==> src/rtl/uart_rx_fifo.sv <==
// Receive-side frame buffer: captures UART frames with their parity status into a
// first-word-fall-through FIFO and keeps sticky overrun / saturating error statistics.
module uart_rx_fifo #(
  parameter int unsigned DATA_WIDTH = 8,
  parameter int unsigned DEPTH      = 16,
  parameter int unsigned CNT_WIDTH  = 8
) (
  input  logic                    clk,
  input  logic                    rst,
  input  logic [DATA_WIDTH-1:0]   rx_data,
  input  logic                    rx_valid,
  input  logic                    rx_done,
  input  logic                    drop_bad,
  input  logic                    flush,
  input  logic                    clr_err,
  output logic [DATA_WIDTH-1:0]   m_data,
  output logic                    m_perr,
  output logic                    m_valid,
  input  logic                    m_ready,
  output logic [$clog2(DEPTH):0]  level,
  output logic                    full,
  output logic                    empty,
  output logic                    overrun,
  output logic [CNT_WIDTH-1:0]    perr_cnt,
  output logic [CNT_WIDTH-1:0]    ovr_cnt
);
  localparam int unsigned AW = $clog2(DEPTH);
  localparam int unsigned PW = AW + 1;
  localparam int unsigned EW = DATA_WIDTH + 1;

  logic [EW-1:0]        mem_q [DEPTH];
  logic [PW-1:0]        wr_ptr_q, wr_ptr_d;
  logic [PW-1:0]        rd_ptr_q, rd_ptr_d;
  logic                 overrun_q, overrun_d;
  logic [CNT_WIDTH-1:0] perr_cnt_q, perr_cnt_d;
  logic [CNT_WIDTH-1:0] ovr_cnt_q, ovr_cnt_d;

  logic [EW-1:0] head;
  logic          pop, bad, keep, push, lost;

  // A counter event in the same cycle as a clear leaves the counter at one.
  function automatic logic [CNT_WIDTH-1:0] cnt_next(input logic [CNT_WIDTH-1:0] cnt,
                                                    input logic inc, input logic clr);
    if (inc) begin
      if (clr) return CNT_WIDTH'(1);
      return (&cnt) ? cnt : cnt + CNT_WIDTH'(1);
    end
    return clr ? '0 : cnt;
  endfunction

  // Status and head-of-queue view, all derived from the pointers.
  always_comb begin
    level   = wr_ptr_q - rd_ptr_q;
    empty   = (wr_ptr_q == rd_ptr_q);
    full    = (wr_ptr_q[AW] != rd_ptr_q[AW]) && (wr_ptr_q[AW-1:0] == rd_ptr_q[AW-1:0]);
    m_valid = ~empty;
    head    = mem_q[rd_ptr_q[AW-1:0]];
    m_data  = empty ? '0 : head[DATA_WIDTH-1:0];
    m_perr  = ~empty & head[DATA_WIDTH];
  end

  // Frame classification; a flush suppresses both storing and overrun accounting.
  always_comb begin
    pop  = m_valid & m_ready;
    bad  = rx_done & ~rx_valid;
    keep = rx_done & ~(bad & drop_bad) & ~flush;
    push = keep & (~full | pop);
    lost = keep & full & ~pop;
  end

  always_comb begin
    wr_ptr_d = wr_ptr_q;
    rd_ptr_d = rd_ptr_q;
    if (flush) begin
      wr_ptr_d = '0;
      rd_ptr_d = '0;
    end else begin
      if (pop)  rd_ptr_d = rd_ptr_q + PW'(1);
      if (push) wr_ptr_d = wr_ptr_q + PW'(1);
    end
    overrun_d  = (overrun_q & ~clr_err) | lost;
    perr_cnt_d = cnt_next(perr_cnt_q, bad, clr_err);
    ovr_cnt_d  = cnt_next(ovr_cnt_q, lost, clr_err);
  end

  always_ff @(posedge clk) begin
    if (!rst) begin
      wr_ptr_q   <= '0;
      rd_ptr_q   <= '0;
      overrun_q  <= 1'b0;
      perr_cnt_q <= '0;
      ovr_cnt_q  <= '0;
    end else begin
      wr_ptr_q   <= wr_ptr_d;
      rd_ptr_q   <= rd_ptr_d;
      overrun_q  <= overrun_d;
      perr_cnt_q <= perr_cnt_d;
      ovr_cnt_q  <= ovr_cnt_d;
    end
  end

  // Storage is deliberately left unreset; empty gating hides stale contents.
  always_ff @(posedge clk) begin
    if (rst && push) mem_q[wr_ptr_q[AW-1:0]] <= {~rx_valid, rx_data};
  end

  assign overrun  = overrun_q;
  assign perr_cnt = perr_cnt_q;
  assign ovr_cnt  = ovr_cnt_q;

endmodule

==> config.mk <==
export PLATFORM = sky130hd
export DESIGN_NAME = uart_rx_fifo
export DESIGN_NICKNAME = d
export VERILOG_FILES = /design/src/rtl/uart_rx_fifo.sv
export SDC_FILE = /design/constraint.sdc
export NUM_CORES = 1
export LEC_CHECK = 0
export CAP_MARGIN = 20
export CORE_MARGIN = 1
export CORE_UTILIZATION = 47
export DETAILED_ROUTE_END_ITERATION = 8
export MAX_ROUTING_LAYER = met4
export PLACE_DENSITY = 0.75
export REMOVE_ABC_BUFFERS = 1
export SYNTH_ARGS = -nofsm -noshare
export SYNTH_HDL_FRONTEND = slang
export SYNTH_SLANG_ARGS = --single-unit
==> constraint.sdc <==
create_clock -name clk -period 4.7 [get_ports clk]
set_clock_uncertainty 0.2 [all_clocks]
set_input_delay 0.94 -clock clk [delete_from_list [all_inputs] [get_ports clk]]
set_output_delay 0.94 -clock clk [all_outputs]
set_load 0.1 [all_outputs]
==> git commit body, run 1 <==
Store results of the implementation flow

- The chip area line in the Yosys stat output reads 7200 µm².
* Proportion of netlist area held by the largest area contributor: around three fifths
- Cell with the largest stage delay on the worst path: clkdlybuf4s50_1
* Number of antenna violations at the first check in global routing: 0
* Share of cells above drive strength 1: between 20% and 30%
- Global route overflow: 0
- Cell count after placement: 669
- Once the clock tree was built, the setup fixing pass inserted 0 buffers.
* Post-detailed-route via-to-cell ratio: 5.63
- Data arrives at the worst endpoint at between 2 and 3 ns.
* Power per cell area: ~370 nW/µm²
* Number of standard cells in the final layout excluding fillers: 697
- First-pass DRT Iterations: 4
- Synthesis Warnings: 0
* Final hold violation count: 0
- The leakage power in the latest report is around 2.7 nW.
- Summing over the stages, the warning tally comes to 28.
- Post-DRT Antenna Nets: 0
- Among all flip-flop cells after synthesis, the most frequent one is edfxtp_1.
- Post-synthesis cell count: about 440
* CTS tree: yes
* R2r worst-path depth: 7
- Per STA, the worst path is made up of inv_1, ha_1, nand4_2, nor2_1, clkdlybuf4s50_1.
- Crit end category: output pin
* Critical Path Source: wr_ptr_q[0]
- Max-slew violation count: 0
- The flow ran to the end, and the final reports show no timing, DRC or antenna violations.
- Commonest cells after routing, fill and taps aside: edfxtp_1, nor2_1, mux4_2
- Post-layout minimum cycle time: 3.86 ns
- DR top layer: met4
- Worst-path fanout max: 5
- In this run the number of H-tree levels came out at 4.
* Reported max-cap violation count: 0
* Effective utilization at floorplan: approximately 50%
* Flops after synth: between 150 and 200
- In the Yosys stats the netlist draws on 44 distinct library cells.
- For this design the top-level I/O count stands at around 50.
* Number of fill cells: approximately 1100
- Summed over all nets, the half-perimeter wirelength after detailed placement is between 8000 and 9000 µm.
* Category of cells accounting for the largest share of critical-path delay: buffers and inverters
* Met2 wire length: around 7000 µm
- In this run the core area contains 44 standard-cell rows.
* Largest voltage drop on the vdd net: 273 µV
## run 1: metrics by stage
step           utilization (%)  hold WS (ns)  power (mW)  area (µm²)  worst slack, ns
2_1_floorplan                -         0.286        1.77        7100           0.0622
3_3_place_gp              53.6         0.276        1.82        7910             1.19
3_5_place_dp              53.6         0.288        1.82        7910             1.06
4_1_cts                   57.4         0.298        3.16        8460            0.761
5_1_grt                   57.4         0.331        3.23        8460            0.669
6_report                  57.4         0.302        3.14        8460            0.837
## run 1: area by class of cell
class | count | share of cell area [%]
multi-input cells | 233 | 25.0
well taps | 184 | 2.72
clock inverters | 8 | 1.40
clock buffers | 20 | 5.16
inverters | 12 | 0.532
repair buffers | 65 | 6.77
flip-flops and latches | 175 | 58.5
## run 1: logic make-up (layout without fill, tap and decap cells)
logic type / count (synthesis) / after routing / synth area share, %
xor+xnor: 16 / 16 / 2.05
simple gates: 104 / 104 / 7.45
compound gates: 45 / 45 / 3.44
flops: 175 / 175 / 68.7
fa+ha+maj: 12 / 12 / 2.19
mux: 56 / 56 / 14.2
buf+inv: 31 / 105 / 2.02
## run 1: worst paths after layout
check        slack [ns]          end
max reg2reg        1.72  mem_q[4][5]
min reg2reg        0.30   ovr_cnt[5]
max                0.84         full
min                0.30   ovr_cnt[5]
## run 1: state kept, by name (all words and copies together) (netlist names), named ones only
signal and cells:
perr_cnt 8, overrun 1, wr_ptr_q 5, ovr_cnt 8
mem_q 144, rd_ptr_q 5
## run 1: power by group
group          internal (mW)  switching [mW]  leakage, nW
combinational         0.0305          0.0776        0.878
clock                  0.820           0.533        0.261
sequential              1.68         0.00200         1.55
total                   2.53           0.613         2.69
Run 1, clock wires, drivers and flops:
Scale bar: 50 µm.
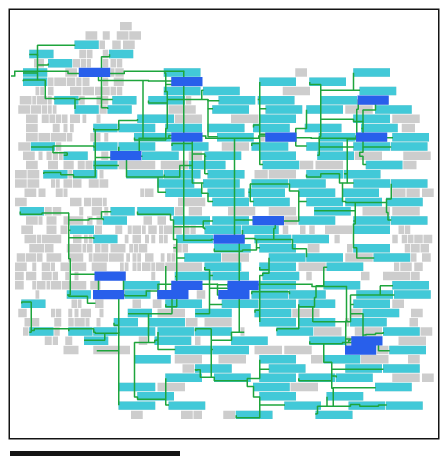
legend:
  clock drivers:
    color: blue
    count: 17
  flip-flops:
    color: cyan
    count: 175
  clock wires:
    color: green
    length: 1870 µm
routed clock nets: 18
flops lie: spread over the die
clock network fraction of design power: 43.1%
Power Clock: 1.35 mW
worst-skew pair later-pin latency: 0.41 ns

Run 1, sequential cells colored by netlist name:
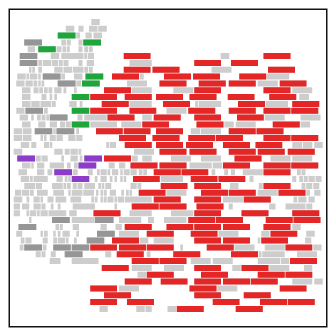
legend:
  wr_ptr_q:
    color: purple
    placed_flops: 5
    where: middle left
  ovr_cnt:
    color: green
    placed_flops: 8
    where: upper left
  mem_q:
    color: red
    placed_flops: 144
power drawn by the sequential cells: 1.68 mW
fraction of area in registers: 58.5%
fraction of the core area covered by cells at the end of the flow: 57.4%
Flop area: 4950 µm²

Run 1, routed metal, one color a layer:
Scale bar: 50 µm.
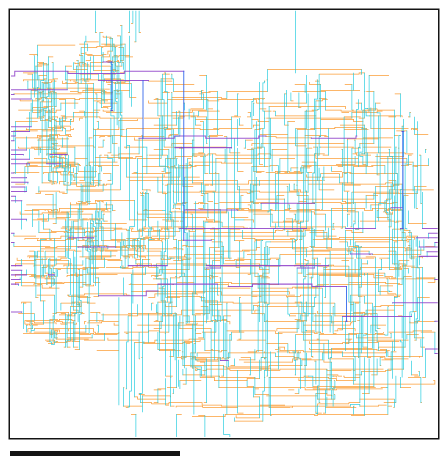
legend:
  metal 1:
    color: orange
    wire_length: 6430 µm
  metal 3:
    color: purple
    wire_length: 564 µm
  metal 2:
    color: cyan
    wire_length: 6810 µm
  metal 4:
    color: blue
    wire_length: 120 µm
WL per Instance: 20.0 µm
Total GRT Usage: 19.5%
post-detailed-routing wire length: 13900 µm
DR vias: 3921

Run 1, pin map:
Pins as bars across the die edge, other pins in gray.
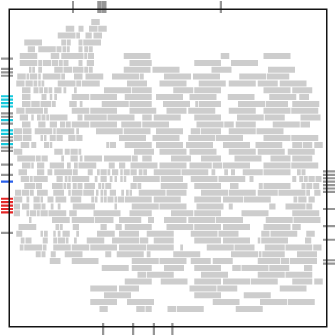
legend:
  perr_cnt:
    color: cyan
    pins: 8
    direction: output
    edge: left
  level:
    color: red
    pins: 5
    direction: output
    edge: left
  m_perr:
    color: blue
    pins: 1
    direction: output
    edge: left
horizontal die dimension: 126 µm
Die Ht: 126 µm
number of buffer cells added on primary ports: 49

Run 1, the clock network:
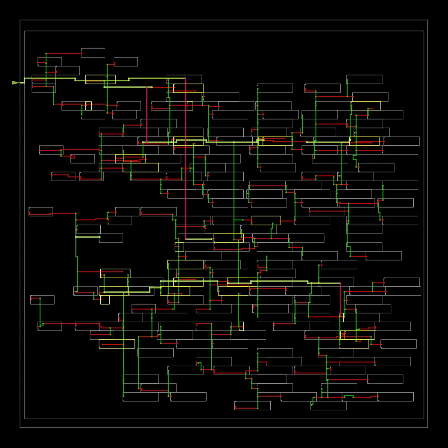

--- run 2 (diff from run 1) ---
--- a/config.mk
+++ b/config.mk
@@ -10,7 +10,7 @@
 export CORE_UTILIZATION = 47
 export DETAILED_ROUTE_END_ITERATION = 8
 export MAX_ROUTING_LAYER = met4
-export PLACE_DENSITY = 0.75
+export PLACE_DENSITY = 0.78
 export REMOVE_ABC_BUFFERS = 1
 export SYNTH_ARGS = -nofsm -noshare
 export SYNTH_HDL_FRONTEND = slang
==> constraint.sdc (replaced) <==
create_clock -name clk -period 3.2 [get_ports clk]
set_clock_uncertainty 0.2 [all_clocks]
set_input_delay 0.64 -clock clk [delete_from_list [all_inputs] [get_ports clk]]
set_output_delay 0.64 -clock clk [all_outputs]
set_load 0.1 [all_outputs]
Run 2, the clock network:
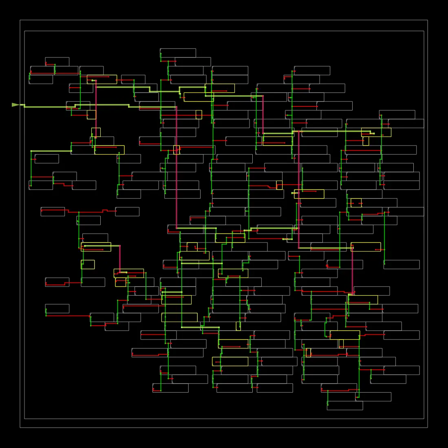
clock buffers created by TritonCTS: 17
Num Clock Sinks: 175
worst-skew pair later-pin latency: 0.43 ns
Flop Count: 175

Run 2, sequential cells colored by netlist name:
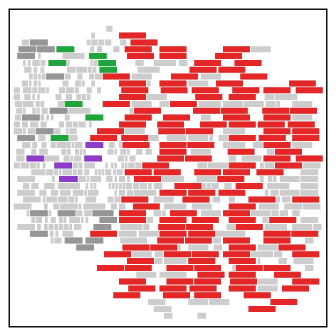
fraction of the core area covered by cells at the end of the flow: 59.7%
power drawn by the sequential cells: 2.47 mW
Flop area: 4950 µm²

==> git commit body, run 2 <==
Store results of the implementation flow

- The pre-antenna-repair detailed-routing pass consisted of 5 iterations.
- According to the floorplan report, the die height is ~130 µm.
* Post-DRT Antenna Nets: 0
- Setup slack at placement: 0.313 ns
- The top cell types in the final layout, fill and taps aside, are edfxtp_1, buf_4, nor2_1.
* Max FFs per register: about 140
- The largest share of the power goes to registers.
- Half-perimeter wire length after placement: ~9100 µm
- The clock network burns a little over two fifths of the power.
* Number of fill cells: 1097
- After layout, the design draws a total of approximately 4.6 mW.
- Critical-path cell list: buf_12, mux4_2, mux2_2, o21ai_1, a21oi_2, buf_12
- Seq pwr share: approximately 53%
- Category of cells accounting for the largest share of critical-path delay: multiplexers
* Cell count after placement: 678
- The flow ran to the end, and the final reports show no timing, DRC or antenna violations.
- Ports placed on the boundary: 50
- Final setup slack of the worst path: approximately 0.043 ns
- Number of buffer cells added on primary ports: just under 50
- Excluding fillers, the count of instances in the completed layout stands at a little over 700.
- The tool flagged a number of max-cap violations equal to 0.
- Power drawn by the combinational cells: roughly 180 µW
- For this block, the routed nets add up to approximately 14000 µm of wire.
- Crit end category: output pin
- Data arrival time of the critical path: 2.32 ns
- Combinational share of power: under 10%
* Global route overflow: 0
* OpenROAD warning count: 30
* Total GRT Usage: between 10% and 20%
* CTS tree: yes
- The clock period could shrink to roughly 3.2 ns.
* Number of cell rows: approximately 44
* Effective utilization at floorplan: between 40% and 50%
- From left edge to right edge, the die measures 126 µm.
- WL per Instance: ~20 µm
* Sw frac: between 20 and 25%
- Cell with the largest stage delay on the worst path: mux4_2
* Largest voltage drop on the vdd net: 406 µV
- Power Clock: slightly below 2 mW
* Post-detailed-route via-to-cell ratio: around 5.7
- Number of antenna violations at the first check in global routing: 0
==> run 2: cell counts after synthesis <==
Identical to the previous run, type by type.
==> run 2: cell type report <==
type                       instances  area share [%]
multi-input combinational        233            24.5
clock inverter                    14            1.59
clock buffer                      18            4.88
timing repair buffer              76            9.67
sequential                       175            56.2
inverter                          12           0.512
tap                              184            2.62
==> run 2: layer usage <==
metal | vias up | global-route usage [%]
li1 | 1852 | -
met2 | 123 | 32.1
met5 | - | -
met3 | 27 | 5.27
met4 | 0 | 7.80
met1 | 2044 | 23.1
==> run 2: cell families after synthesis <==
kind of cell             after synthesis  synth area share [%]
XOR/XNOR                              16                  2.05
multiplexers                          56                  14.2
adder cells (fa/ha/maj)               12                  2.19
flip-flops                           175                  68.7
buffers and inverters                 31                  2.02
AND/OR/NAND/NOR                      104                  7.45
AND-OR/OR-AND                         45                  3.44
==> run 2: per-stage QoR <==
stage                     util (%)  cell area (µm²)  hold slack [ns]
after floorplan                  -             7100            0.286
after global placement        55.1             8130            0.280
after detailed placement      55.1             8130            0.296
after CTS                     59.3             8750            0.306
after global routing          59.7             8800            0.327
final                         59.7             8800            0.303
==> run 2: worst min-delay path: cells and delay by family, from the launching register on <==
family	cells	cell delay, ns
AOI/OAI and AO/OA	2	0.13
DFF	1	0.33
==> run 2: timing repair <==
item,CTS,global route
buffers inserted,0,0
gates cloned,1,1
hold buffers,0,0
gates resized,7,10
setup endpoints to repair,10,11
==> run 2: worst paths after layout <==
| check | start | endpoint | slack (ns) | cells past startpoint |
|---|---|---|---|---|
| max | flip-flop | m_perr | 0.04 | 6 |
| min | ovr_cnt[5] | ovr_cnt[5] | 0.30 | 2 |
| max reg2reg | rd_ptr_q[1] | mem_q[9][6] | 0.68 | 8 |
| min reg2reg | ovr_cnt[5] | ovr_cnt[5] | 0.30 | 2 |
Power figures rest on the tool's default switching activity, not on a simulated workload.
